$ cat config.mk
export PLATFORM = sky130hd
export DESIGN_NAME = tl_ul_chan_buffer
export DESIGN_NICKNAME = d
export VERILOG_FILES = /design/src/rtl/tl_ul_pkg.sv /design/src/rtl/tl_ul_fifo.sv /design/src/rtl/tl_ul_chan_buffer.sv
export SDC_FILE = /design/constraint.sdc
export NUM_CORES = 1
export LEC_CHECK = 0
export ABC_CLOCK_PERIOD_IN_PS = 4950
export CORE_ASPECT_RATIO = 0.7
export CORE_MARGIN = 2
export CORE_UTILIZATION = 50
export DETAILED_ROUTE_END_ITERATION = 10
export PLACE_DENSITY_LB_ADDON = 0.15
export SYNTH_ARGS = -nofsm -noshare
export SYNTH_HDL_FRONTEND = slang
export SYNTH_SLANG_ARGS = --single-unit
$ cat constraint.sdc
create_clock -name clock -period 4.95 [get_ports clock]
set_clock_uncertainty 0.1 [all_clocks]
set_input_delay 0.495 -clock clock [delete_from_list [all_inputs] [get_ports clock]]
set_output_delay 0.495 -clock clock [all_outputs]
set_load 0.02 [all_outputs]
$ cat src/rtl/tl_ul_pkg.sv
// Shared TileLink-UL definitions: opcodes, default field widths, channel structs
// and width helpers used to flatten channel fields into FIFO words.
package tl_ul_pkg;

  localparam logic [2:0] PutFullData    = 3'd0;
  localparam logic [2:0] PutPartialData = 3'd1;
  localparam logic [2:0] Get            = 3'd4;
  localparam logic [2:0] AccessAck      = 3'd0;
  localparam logic [2:0] AccessAckData  = 3'd1;

  localparam int TL_OPCODE_W  = 3;
  localparam int TL_A_PARAM_W = 3;
  localparam int TL_D_PARAM_W = 2;
  localparam int TL_ADDR_W    = 30;
  localparam int TL_DATA_W    = 32;
  localparam int TL_SIZE_W    = 3;
  localparam int TL_SOURCE_W  = 1;

  typedef struct packed {
    logic [TL_OPCODE_W-1:0]  opcode;
    logic [TL_A_PARAM_W-1:0] param;
    logic [TL_SIZE_W-1:0]    size;
    logic [TL_SOURCE_W-1:0]  source;
    logic [TL_ADDR_W-1:0]    address;
    logic [TL_DATA_W/8-1:0]  mask;
    logic [TL_DATA_W-1:0]    data;
    logic                    corrupt;
  } tl_a_fields_t;

  typedef struct packed {
    logic [TL_OPCODE_W-1:0]  opcode;
    logic [TL_D_PARAM_W-1:0] param;
    logic [TL_SIZE_W-1:0]    size;
    logic [TL_SOURCE_W-1:0]  source;
    logic                    sink;
    logic                    denied;
    logic [TL_DATA_W-1:0]    data;
    logic                    corrupt;
  } tl_d_fields_t;

  function automatic int tl_a_width(int addr_w, int data_w, int size_w, int source_w);
    return TL_OPCODE_W + TL_A_PARAM_W + size_w + source_w + addr_w + data_w / 8 + data_w + 1;
  endfunction

  function automatic int tl_d_width(int data_w, int size_w, int source_w);
    return TL_OPCODE_W + TL_D_PARAM_W + size_w + source_w + 3 + data_w;
  endfunction

  function automatic int tl_cnt_w(int depth);
    return (depth < 1) ? 1 : $clog2(depth + 1);
  endfunction

  function automatic int tl_ptr_w(int depth);
    return (depth <= 2) ? 1 : $clog2(depth);
  endfunction

endpackage

$ cat src/rtl/tl_ul_fifo.sv
// Single-clock FIFO with optional pipe (accept-when-full-and-draining) and flow
// (empty bypass) modes; DEPTH=0 is a wire. Occupancy ports need TL_UL_CHAN_BUFFER_OCC_EN.
module tl_ul_fifo
  import tl_ul_pkg::*;
#(
  parameter int WIDTH = 8,
  parameter int DEPTH = 2,
  parameter int PIPE  = 0,
  parameter int FLOW  = 0,
  localparam int PTR_W = tl_ptr_w(DEPTH),
  localparam int CNT_W = tl_cnt_w(DEPTH)
) (
  input  logic             clock,
  input  logic             reset_n,
`ifdef TL_UL_CHAN_BUFFER_OCC_EN
  output logic [CNT_W-1:0] o_count,
  output logic [CNT_W-1:0] o_hwm,
`endif
  input  logic             i_in_valid,
  output logic             o_in_ready,
  input  logic [WIDTH-1:0] i_in_data,
  output logic             o_out_valid,
  input  logic             i_out_ready,
  output logic [WIDTH-1:0] o_out_data
);

  if (DEPTH == 0) begin : g_wire
    logic w_unused_clk_rst;
    assign w_unused_clk_rst = clock ^ reset_n;
    assign o_out_valid = i_in_valid;
    assign o_in_ready  = i_out_ready;
    assign o_out_data  = i_in_data;
`ifdef TL_UL_CHAN_BUFFER_OCC_EN
    assign o_count = '0;
    assign o_hwm   = '0;
`endif
  end else begin : g_buf
    logic [WIDTH-1:0] r_mem [DEPTH];
    logic [PTR_W-1:0] r_rd_ptr, r_wr_ptr;
    logic [CNT_W-1:0] r_count, w_count_nxt;
    logic w_full, w_empty, w_bypass, w_in_ready, w_out_valid;
    logic w_enq, w_deq, w_push, w_pop;

    assign w_full      = (r_count == CNT_W'(DEPTH));
    assign w_empty     = (r_count == '0);
    assign w_bypass    = (FLOW != 0) && w_empty;
    // Handshakes are held low during reset regardless of mode.
    assign w_in_ready  = reset_n && (!w_full || ((PIPE != 0) && i_out_ready));
    assign w_out_valid = reset_n && (!w_empty || ((FLOW != 0) && i_in_valid));
    assign w_enq       = i_in_valid && w_in_ready;
    assign w_deq       = w_out_valid && i_out_ready;
    // A bypassed beat that leaves immediately never touches storage.
    assign w_push      = w_enq && !(w_bypass && i_out_ready);
    assign w_pop       = w_deq && !w_bypass;

    assign o_in_ready  = w_in_ready;
    assign o_out_valid = w_out_valid;
    assign o_out_data  = w_bypass ? i_in_data : r_mem[r_rd_ptr];

    always_comb begin
      w_count_nxt = r_count;
      if (w_push && !w_pop)      w_count_nxt = r_count + CNT_W'(1);
      else if (w_pop && !w_push) w_count_nxt = r_count - CNT_W'(1);
    end

    always_ff @(posedge clock) begin
      if (!reset_n) begin
        r_rd_ptr <= '0;
        r_wr_ptr <= '0;
        r_count  <= '0;
        for (int i = 0; i < DEPTH; i++) r_mem[i] <= '0;
      end else begin
        r_count <= w_count_nxt;
        if (w_push) begin
          r_mem[r_wr_ptr] <= i_in_data;
          r_wr_ptr <= (r_wr_ptr == PTR_W'(DEPTH - 1)) ? '0 : r_wr_ptr + PTR_W'(1);
        end
        if (w_pop)
          r_rd_ptr <= (r_rd_ptr == PTR_W'(DEPTH - 1)) ? '0 : r_rd_ptr + PTR_W'(1);
      end
    end

`ifdef TL_UL_CHAN_BUFFER_OCC_EN
    logic [CNT_W-1:0] r_hwm;
    always_ff @(posedge clock) begin
      if (!reset_n)                  r_hwm <= '0;
      else if (w_count_nxt > r_hwm) r_hwm <= w_count_nxt;
    end
    assign o_count = r_count;
    assign o_hwm   = r_hwm;
`endif
  end

endmodule

$ cat src/rtl/tl_ul_chan_buffer.sv
// TileLink-UL A/D channel buffer between an upstream master (s_*) and downstream slave (m_*).
// Define TL_UL_CHAN_BUFFER_OCC_EN to expose per-channel occupancy and high-water marks.
module tl_ul_chan_buffer
  import tl_ul_pkg::*;
#(
  parameter int ADDR_W   = 30,
  parameter int DATA_W   = 32,
  parameter int SIZE_W   = 3,
  parameter int SOURCE_W = 1,
  parameter int A_DEPTH  = 2,
  parameter int D_DEPTH  = 2,
  parameter int A_PIPE   = 0,
  parameter int A_FLOW   = 0,
  parameter int D_PIPE   = 0,
  parameter int D_FLOW   = 0,
  localparam int A_W     = tl_a_width(ADDR_W, DATA_W, SIZE_W, SOURCE_W),
  localparam int D_W     = tl_d_width(DATA_W, SIZE_W, SOURCE_W),
  localparam int A_CNT_W = tl_cnt_w(A_DEPTH),
  localparam int D_CNT_W = tl_cnt_w(D_DEPTH)
) (
`ifdef TL_UL_CHAN_BUFFER_OCC_EN
  output logic [A_CNT_W-1:0]  a_occ,
  output logic [A_CNT_W-1:0]  a_hwm,
  output logic [D_CNT_W-1:0]  d_occ,
  output logic [D_CNT_W-1:0]  d_hwm,
`endif
  input  logic                clock,
  input  logic                reset_n,
  input  logic                s_a_valid,
  output logic                s_a_ready,
  input  logic [2:0]          s_a_opcode,
  input  logic [2:0]          s_a_param,
  input  logic [SIZE_W-1:0]   s_a_size,
  input  logic [SOURCE_W-1:0] s_a_source,
  input  logic [ADDR_W-1:0]   s_a_address,
  input  logic [DATA_W/8-1:0] s_a_mask,
  input  logic [DATA_W-1:0]   s_a_data,
  input  logic                s_a_corrupt,
  output logic                m_a_valid,
  input  logic                m_a_ready,
  output logic [2:0]          m_a_opcode,
  output logic [2:0]          m_a_param,
  output logic [SIZE_W-1:0]   m_a_size,
  output logic [SOURCE_W-1:0] m_a_source,
  output logic [ADDR_W-1:0]   m_a_address,
  output logic [DATA_W/8-1:0] m_a_mask,
  output logic [DATA_W-1:0]   m_a_data,
  output logic                m_a_corrupt,
  input  logic                m_d_valid,
  output logic                m_d_ready,
  input  logic [2:0]          m_d_opcode,
  input  logic [1:0]          m_d_param,
  input  logic [SIZE_W-1:0]   m_d_size,
  input  logic [SOURCE_W-1:0] m_d_source,
  input  logic                m_d_sink,
  input  logic                m_d_denied,
  input  logic [DATA_W-1:0]   m_d_data,
  input  logic                m_d_corrupt,
  output logic                s_d_valid,
  input  logic                s_d_ready,
  output logic [2:0]          s_d_opcode,
  output logic [1:0]          s_d_param,
  output logic [SIZE_W-1:0]   s_d_size,
  output logic [SOURCE_W-1:0] s_d_source,
  output logic                s_d_sink,
  output logic                s_d_denied,
  output logic [DATA_W-1:0]   s_d_data,
  output logic                s_d_corrupt
);

  logic [A_W-1:0] w_a_in, w_a_out;
  logic [D_W-1:0] w_d_in, w_d_out;

  assign w_a_in = {s_a_opcode, s_a_param, s_a_size, s_a_source,
                   s_a_address, s_a_mask, s_a_data, s_a_corrupt};
  assign {m_a_opcode, m_a_param, m_a_size, m_a_source,
          m_a_address, m_a_mask, m_a_data, m_a_corrupt} = w_a_out;

  assign w_d_in = {m_d_opcode, m_d_param, m_d_size, m_d_source,
                   m_d_sink, m_d_denied, m_d_data, m_d_corrupt};
  assign {s_d_opcode, s_d_param, s_d_size, s_d_source,
          s_d_sink, s_d_denied, s_d_data, s_d_corrupt} = w_d_out;

  tl_ul_fifo #(.WIDTH(A_W), .DEPTH(A_DEPTH), .PIPE(A_PIPE), .FLOW(A_FLOW)) u_a_fifo (
    .clock       (clock),
    .reset_n     (reset_n),
`ifdef TL_UL_CHAN_BUFFER_OCC_EN
    .o_count     (a_occ),
    .o_hwm       (a_hwm),
`endif
    .i_in_valid  (s_a_valid),
    .o_in_ready  (s_a_ready),
    .i_in_data   (w_a_in),
    .o_out_valid (m_a_valid),
    .i_out_ready (m_a_ready),
    .o_out_data  (w_a_out)
  );

  tl_ul_fifo #(.WIDTH(D_W), .DEPTH(D_DEPTH), .PIPE(D_PIPE), .FLOW(D_FLOW)) u_d_fifo (
    .clock       (clock),
    .reset_n     (reset_n),
`ifdef TL_UL_CHAN_BUFFER_OCC_EN
    .o_count     (d_occ),
    .o_hwm       (d_hwm),
`endif
    .i_in_valid  (m_d_valid),
    .o_in_ready  (m_d_ready),
    .i_in_data   (w_d_in),
    .o_out_valid (s_d_valid),
    .i_out_ready (s_d_ready),
    .o_out_data  (w_d_out)
  );

endmodule

Figure 1. Cell placement.
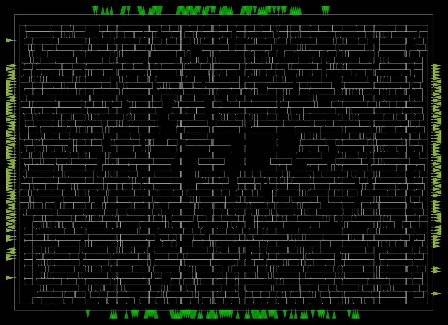
row cnt: 44
utilization after layout: 67.73%

Figure 2. Placement density heat map.
The die is cut into 18 by 13 equal tiles; white is low, dark blue is high, 0 to 100% covered.
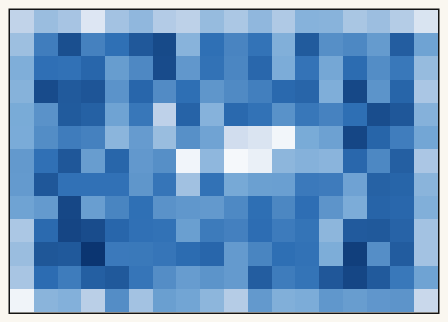
fullest tile: 98%
mean over tiles: 61%
tiles over 75% full: 24%
emptiest ninth of the die: centre
Core Area: 20980 um^2
starting utilization of the core area: 51.54%

==> results.txt <==
The synthesis and place-and-route flow finished, so here is a summary.

The via count of the first global-routing pass is 7031. After synthesis, the cell types taking the most area are sky130_fd_sc_hd__edfxtp_1 (67%), sky130_fd_sc_hd__mux2_2 (13%), sky130_fd_sc_hd__nor2_1 (8.7%). The capture point of the worst path is m_a_valid. The cell area after technology mapping is between 10000 and 15000 um^2. The switching component of the power is 1.631 mW.

The fraction of power spent switching nets came out at 27.28%. The via count of the routed design is between 7000 and 8000. Walking the critical path from launch to capture passes 4 cell instances. Power spread over the standard cell area amounts to between 400 and 500 nW/um^2. The tally of yosys warning messages came out at 0.

The number of buffers inserted for hold repair after clock tree synthesis is 0. The critical path contains buffers and inverters numbering 3 combined. The depth of the most critical reg-to-reg path came out at 3. Per the OpenROAD power report, leakage power amounts to about 5.3 nW. The clock latency of the later-clocked register in the worst-skew pair is 0.51 ns.

After detailed routing, no signal wire sits above met4. Measured on the final layout, buffering overhead outside the clock network stands at between 15 and 20%. Per the synth log, the flip-flop and latch total comes to between 200 and 300.

The post-route worst setup slack is around 1.6 ns. The multi-input logic portion of the cell area is 21.71%. Summing all multi-input logic gate instances after layout gives 3084 um^2. The share of layout cells above drive strength 1 is 15.76%.

The headroom to the max-slew limit is between 20% and 30%. The sequential power share is between 40% and 50%. The routed design uses 11240 um of met2 wire. The number of cells on the worst hold path is 3.

Max-slew check failures listed in the final report amount to 0. The register ranked first by flip-flop count is u_a_fifo.g_buf.r_mem. The data arrival time reported for the critical path is between 2 and 3 ns. The OpenROAD warning count is 26.

The register area came out at 7472 um^2. Adding up every negative setup slack in the final design gives 0 ns. The number of buffers created by CTS is 25. The critical path starts at reset_n. The combinational share of power is about a quarter. The total count of hold-check failures in the final report is 0. The final period utilization came out at 67.09%. Per the CTS log, the root buffer master is sky130_fd_sc_hd__clkbuf_16. The length of routed met3 wiring is approximately 2000 um. The flow ran to the end, and the final reports show no timing, DRC or antenna violations. The maximum fanout count along the critical path is 13. Setup slack on the worst reg-to-reg path comes out at about 2.7 ns. Leaving out the clock tree, the finished layout contains a buffer count of 253. TritonCTS built the clock tree. The CTS log lists the clock sinks for this run as between 200 and 300. Per report_power, the Clock row totals 1.81 mW. The maximum clock path buffer count is 3. The setup slack at placement is 1.650 ns.

The worst-case hold path end point is u_a_fifo.g_buf.r_wr_ptr$_SDFFE_PN0P_. The biggest area consumer among cell classes is flip-flops and latches. The post-synthesis simple-gate area fraction came out at 14.32%. The most prevalent standard cell on the critical path is sky130_fd_sc_hd__clkdlybuf4s50_1.

The HPWL after detailed placement is 14230 um. Summing the areas of all compound-gate instances in the mapped netlist gives less than 1% of the synthesized area. The met2 capacity usage during global routing came out at between 30 and 40%.

Between the synthesized netlist and the finished layout, the area growth was recorded as 31.41%. Timing would allow up to 0.3011 GHz.
Power figures rest on the tool's default switching activity, not on a simulated workload.
